[config.mk]
export PLATFORM = sky130hd
export DESIGN_NAME = uart_rx_fsm
export DESIGN_NICKNAME = d
export VERILOG_FILES = /design/src/rtl/uart_rx_fsm.sv
export SDC_FILE = /design/constraint.sdc
export NUM_CORES = 1
export LEC_CHECK = 0
export CAP_MARGIN = 15
export CORE_ASPECT_RATIO = 1.1
export CORE_MARGIN = 2
export CORE_UTILIZATION = 47
export CTS_CLUSTER_DIAMETER = 80
export CTS_CLUSTER_SIZE = 16
export DETAILED_ROUTE_END_ITERATION = 12
export HOLD_SLACK_MARGIN = 0.03
export PLACE_DENSITY = 0.8
export SLEW_MARGIN = 20
export SYNTH_ARGS = -nofsm -noshare
export SYNTH_HDL_FRONTEND = slang
export SYNTH_SLANG_ARGS = --single-unit
[constraint.sdc]
create_clock -name clk -period 1.3 [get_ports clk]
set_input_delay 0.26 -clock clk [delete_from_list [all_inputs] [get_ports clk]]
set_output_delay 0.26 -clock clk [all_outputs]
set_load 0.005 [all_outputs]
[src/rtl/uart_rx_fsm.sv]
// UART 8N1 receive controller driving an external baud counter (reload + period select).
// Define UART_RX_PARITY_EN to expect one even-parity bit before the stop bit.
module uart_rx_fsm (
  input  logic       clk,
  input  logic       arst_n,
  input  logic       rx_in,
  input  logic       baud_tick,
  output logic       baud_rst,
  output logic       baud_load,
  output logic [7:0] rx_data,
  output logic       rx_valid,
  output logic       frame_err,
  output logic       parity_err,
  output logic       busy
);

  typedef enum logic [2:0] {
    ST_IDLE   = 3'd0,
    ST_START  = 3'd1,
    ST_DATA   = 3'd2,
    ST_PARITY = 3'd3,
    ST_STOP   = 3'd4
  } state_t;

  function automatic logic odd_ones(input logic [7:0] d);
    return ^d;
  endfunction

  state_t     state_r;
  logic [1:0] sync_r;
  logic       rx_s;
  logic [7:0] shift_r;
  logic [2:0] bit_cnt_r;
  logic [7:0] rx_data_r;
  logic       rx_valid_r;
  logic       frame_err_r;
  logic       brk_wait_r;
`ifdef UART_RX_PARITY_EN
  logic       parity_err_r;
  logic       par_bad_r;
`endif

  assign rx_s = sync_r[1];

  // Two-flop synchronizer for the asynchronous serial line, idle high.
  always_ff @(posedge clk or negedge arst_n) begin
    if (!arst_n) begin
      sync_r <= 2'b11;
    end else begin
      sync_r <= {sync_r[0], rx_in};
    end
  end

  // Receive FSM with registered byte and strobes.
  always_ff @(posedge clk or negedge arst_n) begin
    if (!arst_n) begin
      state_r      <= ST_IDLE;
      shift_r      <= 8'h00;
      bit_cnt_r    <= 3'd0;
      rx_data_r    <= 8'h00;
      rx_valid_r   <= 1'b0;
      frame_err_r  <= 1'b0;
      brk_wait_r   <= 1'b0;
`ifdef UART_RX_PARITY_EN
      parity_err_r <= 1'b0;
      par_bad_r    <= 1'b0;
`endif
    end else begin
      rx_valid_r   <= 1'b0;
      frame_err_r  <= 1'b0;
`ifdef UART_RX_PARITY_EN
      parity_err_r <= 1'b0;
`endif
      case (state_r)
        ST_IDLE: begin
          // After a break, the line must go high before a new falling edge counts.
          if (brk_wait_r) begin
            if (rx_s) begin
              brk_wait_r <= 1'b0;
            end
          end else if (!rx_s) begin
            state_r <= ST_START;
          end
        end
        ST_START: begin
          if (baud_tick) begin
            if (!rx_s) begin
              bit_cnt_r <= 3'd0;
              state_r   <= ST_DATA;
            end else begin
              state_r <= ST_IDLE;
            end
          end
        end
        ST_DATA: begin
          if (baud_tick) begin
            shift_r   <= {rx_s, shift_r[7:1]};
            bit_cnt_r <= bit_cnt_r + 3'd1;
            if (bit_cnt_r == 3'd7) begin
`ifdef UART_RX_PARITY_EN
              state_r <= ST_PARITY;
`else
              state_r <= ST_STOP;
`endif
            end
          end
        end
`ifdef UART_RX_PARITY_EN
        ST_PARITY: begin
          if (baud_tick) begin
            par_bad_r <= odd_ones(shift_r) ^ rx_s;
            state_r   <= ST_STOP;
          end
        end
`endif
        ST_STOP: begin
          if (baud_tick) begin
            state_r <= ST_IDLE;
            if (!rx_s) begin
              frame_err_r <= 1'b1;
              brk_wait_r  <= 1'b1;
`ifdef UART_RX_PARITY_EN
            end else if (par_bad_r) begin
              parity_err_r <= 1'b1;
`endif
            end else begin
              rx_data_r  <= shift_r;
              rx_valid_r <= 1'b1;
            end
          end
        end
        default: begin
          state_r <= ST_IDLE;
        end
      endcase
    end
  end

  // Hold the baud counter at half-period reload while idle; full periods once framing.
  assign baud_rst  = (state_r == ST_IDLE);
  assign baud_load = (state_r != ST_IDLE);
  assign busy      = (state_r != ST_IDLE);
  assign rx_data   = rx_data_r;
  assign rx_valid  = rx_valid_r;
  assign frame_err = frame_err_r;
`ifdef UART_RX_PARITY_EN
  assign parity_err = parity_err_r;
`else
  assign parity_err = 1'b0;
`endif

endmodule

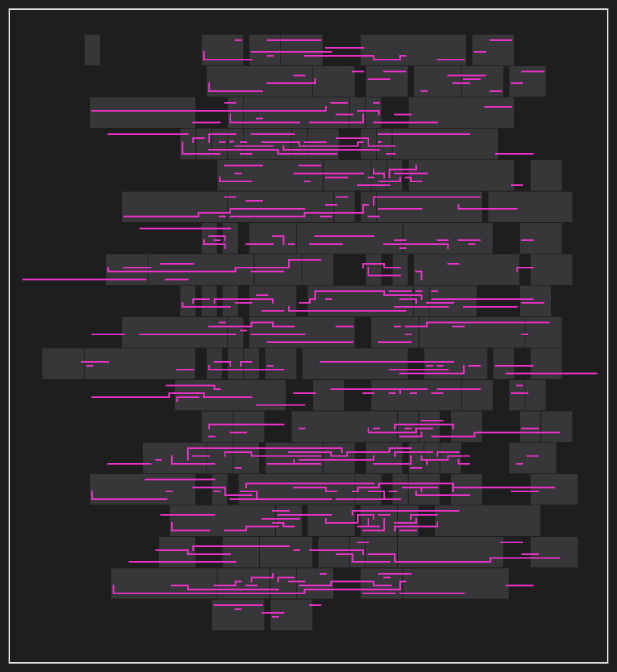
run_1/met1.png
Cells faint in the background.
longest straight run: 20.2 µm
share of all routed wire: 45%
nets with wire on the layer: 122
wire length on this layer: 958 µm
WL final: 2120 µm
met1 Resource Use GR: 21.4%
DR vias: 829

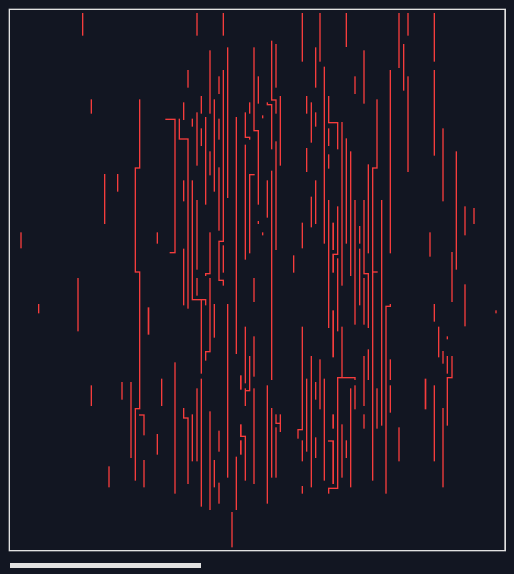
run_1/met2.png
The bar under the picture is 20 µm long.
nets with wire on the layer: 119
main direction: vertical
share of all routed wire: 51%
longest straight run: 32.6 µm
wire length on this layer: 1090 µm
met2 usage in global routing: 24.7%

==> reports/qor.csv, run 1 <==
stage;metric;value;unit
grt;globalRoute.totalOverflow;0;
logic_synthesis;top_cell_area_share;53.1;%
power_and_ir_drop;leakage;0.781;nW
logic_synthesis;largest_area_cell;dfrtp_1;
clock_tree;cts_sinks;27;
logic_synthesis;avgSynthCellArea;11.5;µm²
setup_path;crit_family;flip-flops;
setup_path;worstSetupPathType;register to output port;
logic_synthesis;synthDistinctLibCells;28;
power_and_ir_drop;p_switching;735;µW
setup_path;worstPathArrival;1.28;ns
setup_path;crit_buf_inv;2;
setup_path;worstPathCellList;or3_4, inv_2, buf_2;
logic_synthesis;synth-seq-cells;27;
final_layout;fin_nets;139;
die;core;0.00245;mm²
run;maxCapViolCount;0;
power_and_ir_drop;p_clk_share;17.1;%
power_and_ir_drop;seqPwrFrac;49.3;%
power_and_ir_drop;ir_drop;0.000819;V
grt;antenna_found_initial;0;
final_layout;num_antenna_cells;0;
logic_synthesis;ys_chip_area;0.00118;mm²
setup_path;critical_path.max_fanout;3;
logic_synthesis;synth_nets;108;
grt;grt_start_max_net_pins;28;
sta;setup_viol;11;
route;wl_per_cell;13.0;µm
setup_path;max_stage_delay;0.40;ns
clock_tree;holdBufCountCts;0;
worst_hold_path;hold_class;input port to asynchronous set/reset pin;
sta;fin_setup_tns;-0.917;ns
power_and_ir_drop;swShare;33.6;%
sta;drv_slew;0;
sta;fin_ws;-0.243;ns
logic_synthesis;yosys-top-cells-area;dfrtp_1, nand2_1, mux2_2;
sta;timing.final.crit_share;119;%
route;vias_per_cell;5.09;
final_layout;final_cell_mix;nand2_1, dfrtp_1, buf_4;
power_and_ir_drop;pwr_density_cell;1410;mW/mm²
run;warnings;28;
placement;numPortBuffers;16;
power_and_ir_drop;total_power;2.19;mW
die;dieArea;0.00292;mm²
sta;min_period;1.54;ns
logic_synthesis;ys_seq_share;57.6;%
die;fp_util;48.1;%
sta;hold_viol_final;0;
clock_tree;h-tree-depth;1;
final_layout;layoutNonFillerInstCount;163;
setup_path;end_kind;output port;
sta;fmax;0.648;GHz
placement;post-dp-hpwl;1320;µm
grt;grt_pass1_wl;3430;µm
outcome;status;finished, violations left;
die;io_pins;18;
power_and_ir_drop;p_int;1.46;mW
grt;grt_pass1_vias;735;
logic_synthesis;netlist_area;0.00118;mm²
logic_synthesis;syn_inst;102;
placement;dp_cells;150;
setup_path;cp-start-kind;register;
outcome;violations;negative setup slack;
die;die_y;56.5;µm
clock_tree;cts_made_buffers;3;
clock_tree;tritoncts;done;
setup_path;cp.required;1.04;ns
die;die_w;51.7;µm
route;post-route-drc-count;0;
setup_path;crit_slowest_cell;dfrtp_1;
setup_path;ff2ff_path_depth;4;
clock_tree;cts_buffer_depth;2;
final_layout;area_growth;32.2;%
route;firstDrtPassIters;4;
final_layout;layout-drive-gt1-share;37.9;%
setup_path;cp.depth;3;
clock_tree;clkLatencyLatePin;0.33;ns
logic_synthesis;yosysWarningCount;0;
route;ant_nets;0;
logic_synthesis;ys_cells;102;
route;drtIter0Drc;21;
clock_tree;clkTransAtPathRegs;0.15;ns
clock_tree;cts-root-buf;clkbuf_4;
placement;gp_congestion;0.714;
sta;rsz0062_at_grt;yes;
power_and_ir_drop;p_comb_share;33.6;%
die;fp-row-count;19;
placement;placed_cell_area;0.00140;mm²
grt;grt_usage;15.9;%
final_layout;fin_area;0.00156;mm²
sta;finalClockSkew;0.00604;ns
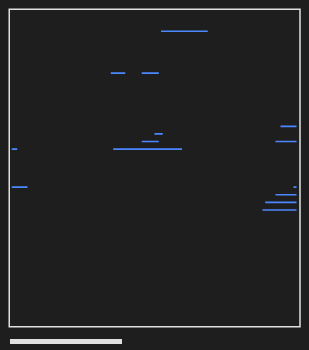
run_1/met3.png
The bar under the picture is 20 µm long.
main direction: horizontal
longest straight run: 12.0 µm
wire length on this layer: 52.9 µm

==> run 1: layout make-up <==
class                      instances  area, µm²
clock inverter                     1       7.51
sequential                        27        678
timing repair buffer              33        288
inverter                           3       11.3
multi-input combinational         65        510
tap                               31       38.8
clock buffer                       3       22.5
fill                             182        892
==> run 1: flip-flops by register name, indices dropped and copies added (netlist names) <==
register and flops:
state_r 3, rx_valid 1, bit_cnt_r 3, frame_err 1, shift_r 8, brk_wait_r 1, rx_data 8, sync_r 2
==> run 1: kinds of logic after synthesis <==
group / synth area share [%]
other: 0.319
adders and majority gates: 2.13
DFF: 57.6
muxes: 7.65
buffers and inverters: 6.27
AOI/OAI and AO/OA: 5.53
and+or+nand+nor: 20.5
==> run 1: per-layer routing <==
layer	track usage, %	vias to the layer above	wire, µm
met2	24.7	18	1090
met5	0	-	0
met3	2.39	2	52
met4	7.89	0	18
li1	-	411	-
met1	21.4	398	958
==> run 1: what timing repair did <==
item | in CTS | in global routing
endpoints found under the setup margin | 24 | 30
buffers inserted | 2 | 9
pin swaps | 3 | 9
gates cloned | 1 | 1
gates resized | 26 | 21
==> run 1: worst reg2reg max path, cell delays in order, from the launching register on <==
cell      delay [ns]
dfrtp_1         0.42
buf_6           0.14
or4b_4          0.57
nand2_2         0.08
a221oi_2        0.05
==> run 1: Yosys cell counts <==
library cell and number:
a32oi_1 1, inv_1 3, nand4bb_1 1, or4b_4 1, buf_6 2, nand3b_1 1
nor2_1 3, a221oi_2 1, nand2_1 28, nand4b_1 1, and4b_1 1, buf_2 2
nor2b_1 1, and3b_1 1, o22ai_1 2, nand4_4 1, mux2_2 8, dfrtp_1 25
a21oi_1 4, buf_4 4, a2bb2oi_1 1, or3_1 1, nor2_4 1, conb_1 1
dfstp_2 2, nor3_1 2, nor4bb_1 1, ha_1 2
==> run 1: stage by stage <==
step	setup slack [ns]	hold slack (ns)	utilization, %
5_1_grt	-0.296	0.263	63.6
3_5_place_dp	-0.300	0.347	57.1
2_1_floorplan	0.00389	-0.0356	-
6_report	-0.243	0.264	63.6
3_3_place_gp	-0.278	0.346	57.1
4_1_cts	-0.258	0.269	59.0
==> run 1: final timing paths <==
| check | start | end | slack (ns) |
|---|---|---|---|
| max in group asynchronous | arst_n | sync_r[1]$_DFF_PN1_ | 0.81 |
| min in group clk | rx_in | sync_r[0]$_DFF_PN1_ | 0.32 |
| max | state_r[0]$_DFFE_PN0P_ | baud_rst | -0.24 |
| min | arst_n | shift_r[1]$_DFFE_PN0P_ | 0.26 |
| min reg2reg | sync_r[0]$_DFF_PN1_ | sync_r[1]$_DFF_PN1_ | 0.37 |
| max reg2reg | state_r[2]$_DFFE_PN0P_ | bit_cnt_r[0]$_DFFE_PN0P_ | -0.06 |
==> run 1: power by group through the flow <==
stage	Clock (mW)	Combinational (mW)	Sequential, mW
3_3_place_gp	0	0.613	1.08
3_5_place_dp	0	0.632	1.09
6_report	0.375	0.736	1.08
2_1_floorplan	0	0.439	1.07
4_1_cts	0.379	0.648	1.08
5_1_grt	0.429	0.813	1.09
==> run 2, diff against run 1 <==
--- a/config.mk
+++ b/config.mk
@@ -6,14 +6,16 @@
 export NUM_CORES = 1
 export LEC_CHECK = 0
 export CAP_MARGIN = 15
+export CELL_PAD_IN_SITES_DETAIL_PLACEMENT = 1
+export CELL_PAD_IN_SITES_GLOBAL_PLACEMENT = 1
 export CORE_ASPECT_RATIO = 1.1
 export CORE_MARGIN = 2
-export CORE_UTILIZATION = 47
+export CORE_UTILIZATION = 37
 export CTS_CLUSTER_DIAMETER = 80
 export CTS_CLUSTER_SIZE = 16
 export DETAILED_ROUTE_END_ITERATION = 12
 export HOLD_SLACK_MARGIN = 0.03
-export PLACE_DENSITY = 0.8
+export PLACE_DENSITY = 0.79
 export SLEW_MARGIN = 20
 export SYNTH_ARGS = -nofsm -noshare
 export SYNTH_HDL_FRONTEND = slang
==> run 2 against run 1 <==
Net effect: the run still ends with negative setup slack left; clock power grew 6.1%; maximum frequency shrank 1.8%; final cell count rose by 5.5%; clock skew fell by 0.00054 ns; sequential cell count unchanged; synthesized cell count unchanged; sequential power is essentially flat; routed wire length grew 28%; critical path depth unchanged; highest routed layer unchanged.
==> reports/qor.csv, run 2 <==
stage;metric;value;unit;change
route;vias;875;;+5.5%
setup_path;worstPathArrival;1.31;ns;+0.03 ns
power_and_ir_drop;p_comb_share;37.4;%;+3.8 points
setup_path;worstPathCellList;or3_4, inv_2, buf_6;;
placement;numPortBuffers;16;;unchanged
sta;setup_viol;8;;-3
power_and_ir_drop;total_power;2.36;mW;+7.7%
clock_tree;clkLatencyLatePin;0.33;ns;about the same
final_layout;final_cell_mix;nand2_1, dfrtp_1, buf_4;;
outcome;violations;negative setup slack;;
die;io_pins;18;;unchanged
logic_synthesis;avgSynthCellArea;11.5;µm²;unchanged
logic_synthesis;yosysWarningCount;0;;unchanged
logic_synthesis;synthDistinctLibCells;28;;unchanged
power_and_ir_drop;swShare;33.8;%;+0.28 points
sta;hold_viol_final;0;;unchanged
setup_path;cp-start-kind;register;;
logic_synthesis;ys_cells;102;;unchanged
setup_path;rr_endpoint;bit_cnt_r[0]$_DFFE_PN0P_;;
sta;min_period;1.57;ns;+0.0276 ns
route;vias_per_cell;5.09;;about the same
route;ant_nets;0;;unchanged
setup_path;cp.required;1.04;ns;about the same
route;wl_per_cell;15.7;µm;+21%
setup_path;crit_slowest_cell;dfrtp_1;;
power_and_ir_drop;ir_drop;0.000971;V;+19%
die;die_y;63.2;µm;+12%
grt;grt_usage;16.5;%;+0.67 points
worst_hold_path;hold_class;input port to asynchronous set/reset pin;;
final_layout;fill_cells;328;;+80%
final_layout;area_growth;36.1;%;
logic_synthesis;edf_count;0;;unchanged
grt;grt_pass1_vias;974;;+33%
clock_tree;clkTransAtPathRegs;0.16;ns;about the same
placement;post-dp-hpwl;1550;µm;+17%
final_layout;fin_area;0.00160;mm²;+3.0%
setup_path;worstSetupPathType;register to output port;;
power_and_ir_drop;seqPwrFrac;45.7;%;-3.6 points
setup_path;crit_buf_inv;2;;unchanged
logic_synthesis;async_flop_share;100;%;unchanged
grt;antenna_found_initial;0;;unchanged
final_layout;layout-drive-gt1-share;36.2;%;-1.6 points
clock_tree;holdBufCountCts;0;;unchanged
setup_path;ff2ff_path_depth;4;;unchanged
setup_path;max_stage_delay;0.42;ns;+0.02 ns
outcome;status;finished, violations left;;
die;fp-row-count;21;;+2
final_layout;layoutNonFillerInstCount;172;;+5.5%
setup_path;r2r-start;state_r[2]$_DFFE_PN0P_;;
placement;dp_cells;153;;+2.0%
sta;timing.final.crit_share;121;%;+2.1 points
run;maxCapViolCount;0;;unchanged
clock_tree;cts-root-buf;clkbuf_4;;
run;warnings;28;;unchanged
clock_tree;cts_made_buffers;3;;unchanged
route;drtIter0Drc;11;;-48%
logic_synthesis;netlist_area;0.00118;mm²;unchanged
die;die_w;57.8;µm;+12%
logic_synthesis;synth_top_flop_cell;dfrtp_1;;
setup_path;reg2reg_slack;-0.11;ns;-0.05 ns
power_and_ir_drop;p_int;1.56;mW;+7.2%
sta;fin_ws;-0.270;ns;-0.0276 ns
logic_synthesis;top_cell_area_share;53.1;%;unchanged
==> run 2: cells by family (layout without fill, tap and decap cells) <==
logic type,Yosys count,count (layout),share of synthesized area [%]
and+or+nand+nor,44,45,20.5
other,1,1,0.319
DFF,27,27,57.6
AOI/OAI and AO/OA,9,9,5.53
adders and majority gates,2,2,2.13
muxes,8,8,7.65
buffers and inverters,11,46,6.27
==> run 2: per-stage QoR <==
stage	hold WS, ns	TNS (ns)	util (%)	worst slack [ns]
2_1_floorplan	-0.0356	0	-	0.00389
3_3_place_gp	0.346	-5.50	46.0	-0.258
3_5_place_dp	0.347	-6.32	46.0	-0.289
4_1_cts	0.245	-1.49	50.7	-0.271
5_1_grt	0.242	-1.96	52.6	-0.334
6_report	0.248	-1.05	52.6	-0.270
==> run 2: layout make-up <==
type | count | area, µm² | area share (%)
Multi-Input combinational cell | 65 | 493 | 30.8
Inverter | 3 | 11.3 | 0.703
Clock buffer | 3 | 22.5 | 1.41
Sequential cell | 27 | 678 | 42.3
Tap cell | 34 | 42.5 | 2.65
Timing Repair Buffer | 39 | 348 | 21.7
Clock inverter | 1 | 7.51 | 0.468
==> run 2: how the worst max path moves through the flow <==
stage,from,to,cells past startpoint
detailed placement,baud_tick,rx_data[3]$_DFFE_PN0P_,4
global placement,state_r[1]$_DFFE_PN0P_,baud_rst,3
global route,state_r[2]$_DFFE_PN0P_,baud_rst,3
finish,state_r[0]$_DFFE_PN0P_,baud_rst,3
floorplan,state_r[1]$_DFFE_PN0P_,bit_cnt_r[0]$_DFFE_PN0P_,4
CTS,state_r[2]$_DFFE_PN0P_,baud_rst,3
==> run 2: routing by layer <==
metal,global-route usage [%],up-vias,share of wire [%]
met5,0,-,0
met4,6.98,0,1.8
met3,3.08,4,2.2
met2,29.7,14,54
met1,18.7,437,42
li1,-,420,-
==> run 2: power groups by stage <==
stage	logic, mW	clock network [mW]	registers, mW
global route	0.962	0.456	1.10
floorplan	0.439	0	1.07
global placement	0.620	0	1.08
finish	0.882	0.398	1.08
CTS	0.885	0.411	1.08
detailed placement	0.657	0	1.09
==> run 2: worst register-to-register path: stages (launching register included) <==
cell,delay (ns)
dfrtp_1,0.41
buf_4,0.19
or4b_4,0.54
nand2_1,0.11
a221oi_2,0.06
==> run 2: repair_timing <==
action / in CTS / in global routing
endpoints found under the setup margin: 31 / 33
endpoints found under the hold margin: 0 / 0
pin swaps: 3 / 0
setup buffers: 9 / 12
gates cloned: 2 / 0
resized: 36 / 14
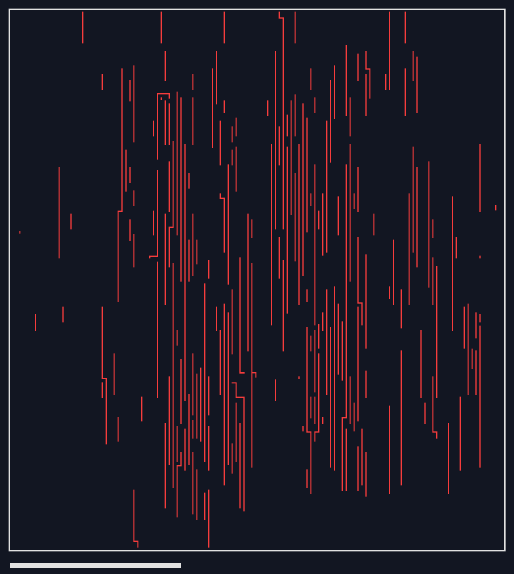
run_2/met2.png
The bar under the picture is 20 µm long.
share of all routed wire: 54%
main direction: vertical

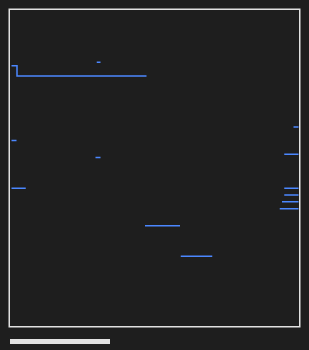
run_2/met3.png
The bar under the picture is 20 µm long.
longest straight run: 25.8 µm
main direction: horizontal
share of all routed wire: 2.2%
met3 Use GR: 3.08%
WL final: 2710 µm

==> run 3, diff against run 2 <==
--- a/config.mk
+++ b/config.mk
@@ -14,9 +14,9 @@
 export CTS_CLUSTER_DIAMETER = 80
 export CTS_CLUSTER_SIZE = 16
 export DETAILED_ROUTE_END_ITERATION = 12
-export HOLD_SLACK_MARGIN = 0.03
 export PLACE_DENSITY = 0.79
 export SLEW_MARGIN = 20
 export SYNTH_ARGS = -nofsm -noshare
 export SYNTH_HDL_FRONTEND = slang
 export SYNTH_SLANG_ARGS = --single-unit
+export TNS_END_PERCENT = 100
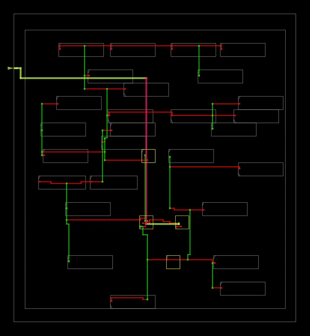
run_3/final_clocks.png
Worst-Skew Late Latency: 0.33 ns
cts bufs inserted: 3

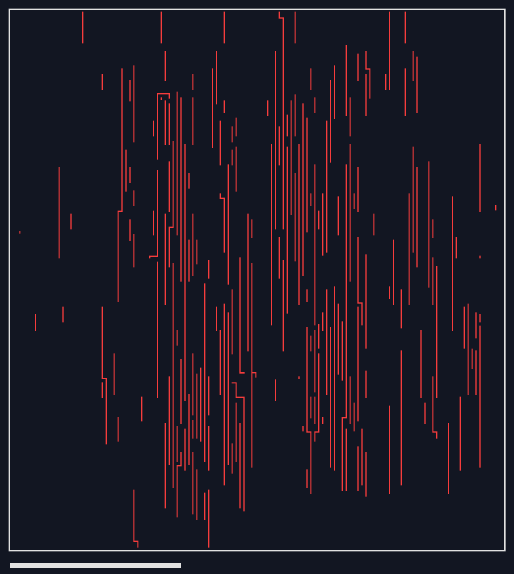
run_3/met2.png
The bar under the picture is 20 µm long.
nets with wire on the layer: 127
longest straight run: 29.9 µm
share of all routed wire: 54%
DR vias: 875
met2 usage in global routing: 29.7%

==> run 3 against run 2 <==
Net effect: the flow still finishes with violations (negative setup slack); non-clock buffer count stayed put; area after synthesis stayed put; routed wire length stayed put; final cell count stayed put; sequential cell count stayed put; clock skew stayed put; combinational power hardly changed; core utilization stayed put; sequential power hardly changed; synthesized cell count stayed put; setup slack stayed put; hold slack stayed put; critical endpoint unchanged.
==> reports/qor.csv, run 3 <==
stage;metric;value;unit;change
logic_synthesis;largest_area_cell;dfrtp_1;;
power_and_ir_drop;ir_drop;0.000971;V;unchanged
logic_synthesis;synth-seq-cells;27;;
logic_synthesis;most_common_cell;nand2_1;;
power_and_ir_drop;p_switching;798;µW;
grt;antenna_found_initial;0;;unchanged
logic_synthesis;async_flop_share;100;%;unchanged
route;post-route-drc-count;0;;
die;io_pins;18;;unchanged
sta;setup_viol;8;;unchanged
logic_synthesis;yosys-top-cells-area;dfrtp_1, nand2_1, mux2_2;;
placement;placed_cell_area;0.00140;mm²;
die;die_y;63.2;µm;unchanged
grt;grt_pass1_wl;4530;µm;
sta;hold_viol_final;0;;unchanged
placement;post-place-ws;-0.289;ns;unchanged
route;vias_per_cell;5.09;;unchanged
power_and_ir_drop;seqPwrFrac;45.7;%;about the same
placement;gp_congestion;0.690;;
sta;drv_slew;0;;
route;wl_per_cell;15.7;µm;unchanged
grt;grt_start_max_net_pins;28;;
final_layout;fin_area;0.00160;mm²;unchanged
route;drtIter0Drc;11;;unchanged
die;die_w;57.8;µm;unchanged
setup_path;end_kind;output port;;
sta;fmax;0.637;GHz;
setup_path;critical_path.max_fanout;3;;
grt;grt_usage;16.5;%;unchanged
clock_tree;h-tree-depth;1;;
run;warnings;28;;unchanged
power_and_ir_drop;p_clk_share;16.9;%;
final_layout;area_growth;36.1;%;unchanged
logic_synthesis;edf_count;0;;unchanged
clock_tree;cts_buffer_depth;2;;
route;highest_layer;met4;;
final_layout;final_cell_mix;nand2_1, dfrtp_1, buf_4;;
logic_synthesis;top_cell_area_share;53.1;%;unchanged
logic_synthesis;synth_nets;108;;
grt;globalRoute.totalOverflow;0;;
power_and_ir_drop;total_power;2.36;mW;unchanged
placement;numPortBuffers;16;;unchanged
setup_path;worstPathCellList;or3_4, inv_2, buf_6;;
setup_path;crit_family;flip-flops;;
die;fp-row-count;21;;unchanged
outcome;status;finished, violations left;;
final_layout;fill_cells;328;;unchanged
route;wirelength;2710;µm;unchanged
sta;finalClockSkew;0.00550;ns;
logic_synthesis;yosysWarningCount;0;;unchanged
route;wl_met1;1150;µm;unchanged
setup_path;cp-start-kind;register;;
route;firstDrtPassIters;4;;
sta;fin_ws;-0.270;ns;unchanged
clock_tree;cts-root-buf;clkbuf_4;;
power_and_ir_drop;leakage;0.808;nW;
sta;fin_setup_tns;-1.05;ns;unchanged
final_layout;layout-drive-gt1-share;36.2;%;unchanged
setup_path;worstSetupPathType;register to output port;;
worst_hold_path;hold_class;input port to asynchronous set/reset pin;;
sta;timing.final.crit_share;121;%;unchanged
route;wl_met2;1450;µm;unchanged
sta;min_period;1.57;ns;unchanged
logic_synthesis;synth_top_flop_cell;dfrtp_1;;
setup_path;crit_slowest_cell;dfrtp_1;;
die;core;0.00305;mm²;
logic_synthesis;netlist_area;0.00118;mm²;unchanged
placement;post-dp-hpwl;1550;µm;unchanged
power_and_ir_drop;p_comb_share;37.4;%;about the same
setup_path;worstPathArrival;1.31;ns;about the same
power_and_ir_drop;swShare;33.8;%;unchanged
logic_synthesis;ys_chip_area;0.00118;mm²;
logic_synthesis;syn_inst;102;;
clock_tree;holdBufCountCts;0;;unchanged
die;dieArea;0.00365;mm²;
run;maxCapViolCount;0;;unchanged
route;met3_length;60;µm;unchanged
power_and_ir_drop;pwr_density_cell;1470;mW/mm²;
clock_tree;tritoncts;done;;
sta;hold_ws;0.248;ns;unchanged
final_layout;lay_top_count;nand2_1;;
logic_synthesis;ys_seq_share;57.6;%;
logic_synthesis;avgSynthCellArea;11.5;µm²;unchanged
logic_synthesis;synthDistinctLibCells;28;;unchanged
setup_path;max_stage_delay;0.42;ns;about the same
clock_tree;cts_sinks;27;;
clock_tree;clkTransAtPathRegs;0.16;ns;about the same
setup_path;cp.required;1.04;ns;about the same
route;ant_nets;0;;unchanged
setup_path;crit_buf_inv;2;;unchanged
sta;rsz0062_at_grt;yes;;
outcome;violations;negative setup slack;;
grt;grt_pass1_vias;974;;unchanged
logic_synthesis;yosys-top-cells-count;nand2_1, dfrtp_1, mux2_2, a21oi_1, buf_4;;
final_layout;num_antenna_cells;0;;
power_and_ir_drop;p_int;1.56;mW;unchanged
logic_synthesis;ys_cells;102;;unchanged
final_layout;fin_nets;145;;
die;fp_util;38.6;%;
[run 3: cell counts after synthesis]
Identical to the previous run, type by type.
[run 3: cell families after synthesis]
kind of cell             Yosys count  synth area share [%]
multiplexers                       8                  7.65
other                              1                 0.319
adder cells (fa/ha/maj)            2                  2.13
buffers and inverters             11                  6.27
flip-flops                        27                  57.6
AND-OR/OR-AND                      9                  5.53
AND/OR/NAND/NOR                   44                  20.5
[run 3: worst paths after layout]
| path | from | slack (ns) | end | cells past startpoint |
|---|---|---|---|---|
| hold reg to reg | sync_r[0]$_DFF_PN1_ | 0.37 | sync_r[1]$_DFF_PN1_ | 0 |
| setup / recovery | state_r[0]$_DFFE_PN0P_ | -0.27 | baud_rst | 3 |
| max in group asynchronous | arst_n | 0.82 | sync_r[0]$_DFF_PN1_ | 2 |
| setup reg to reg | state_r[2]$_DFFE_PN0P_ | -0.11 | bit_cnt_r[0]$_DFFE_PN0P_ | 4 |
| min in group clk | rx_in | 0.31 | sync_r[0]$_DFF_PN1_ | 1 |
| hold / removal | arst_n | 0.25 | bit_cnt_r[2]$_DFFE_PN0P_ | 2 |
[run 3: final cells by class]
cell class                      count  area, µm²  share of cell area (%)
Tap cell                           34       42.5                    2.65
Timing Repair Buffer               39        348                    21.7
Multi-Input combinational cell     65        493                    30.8
Inverter                            3       11.3                   0.703
Clock buffer                        3       22.5                    1.41
Sequential cell                    27        678                    42.3
Clock inverter                      1       7.51                   0.468
[run 3: power groups by stage]
stage               sequential (mW)  clock (mW)  combinational (mW)
finish                         1.08       0.398               0.882
global route                   1.10       0.456               0.962
CTS                            1.08       0.411               0.885
detailed placement             1.09           0               0.657
global placement               1.08           0               0.620
floorplan                      1.07           0               0.439
[run 3: per-stage QoR]
stage,instances,util (%)
global placement,153,46.0
finish,172,52.6
floorplan,102,-
detailed placement,153,46.0
CTS,166,50.7
global route,172,52.6
[run 3: routing by layer]
layer / track usage (%) / up-vias
met5: 0 / -
met4: 6.98 / 0
met3: 3.08 / 4
met2: 29.7 / 14
met1: 18.7 / 437
li1: - / 420
[run 3: what timing repair did]
action | 4_1_cts | 5_1_grt
gates resized | 36 | 14
endpoints found under the hold margin | 0 | 0
setup buffers | 9 | 12
endpoints found under the setup margin | 31 | 33
cloned | 2 | 0
pin swaps | 3 | 0

==> layout pictures side by side <==
Signal metal coverage by tile.
(a)
The bar under the picture is 20 µm long. 10 x 11 tiles, from dark purple (low) to yellow (high), scaled to the fullest tile. Values are wire area over tile area, all layers added.
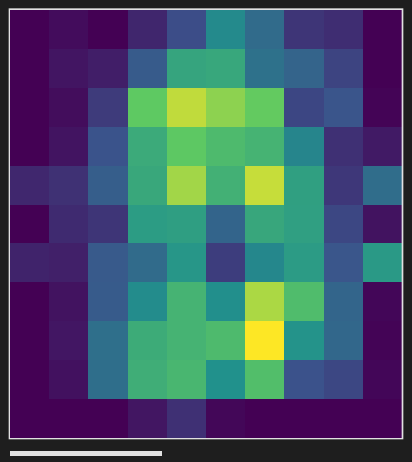
(b)
The bar under the picture is 20 µm long. 12 x 13 tiles, from dark purple (low) to yellow (high), scaled to the fullest tile. Values are wire area over tile area, all layers added.
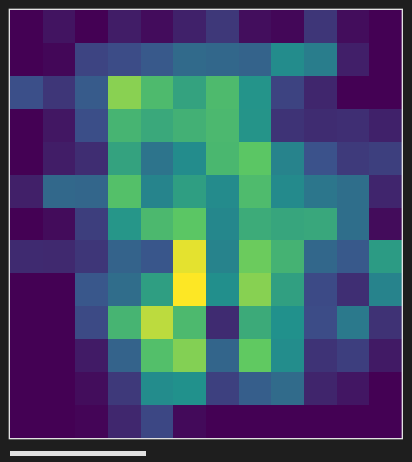
- largest die: (b)
- (a) = run 1
- (b) = run 3

Key to (a):
nearly empty tiles: 21%
mean over tiles: 0.11
emptiest ninth of the die: north-west
fullest tile: 0.35
tiles over half the peak: 31%

No activity file was given, so power comes from the tool's default toggle rates.
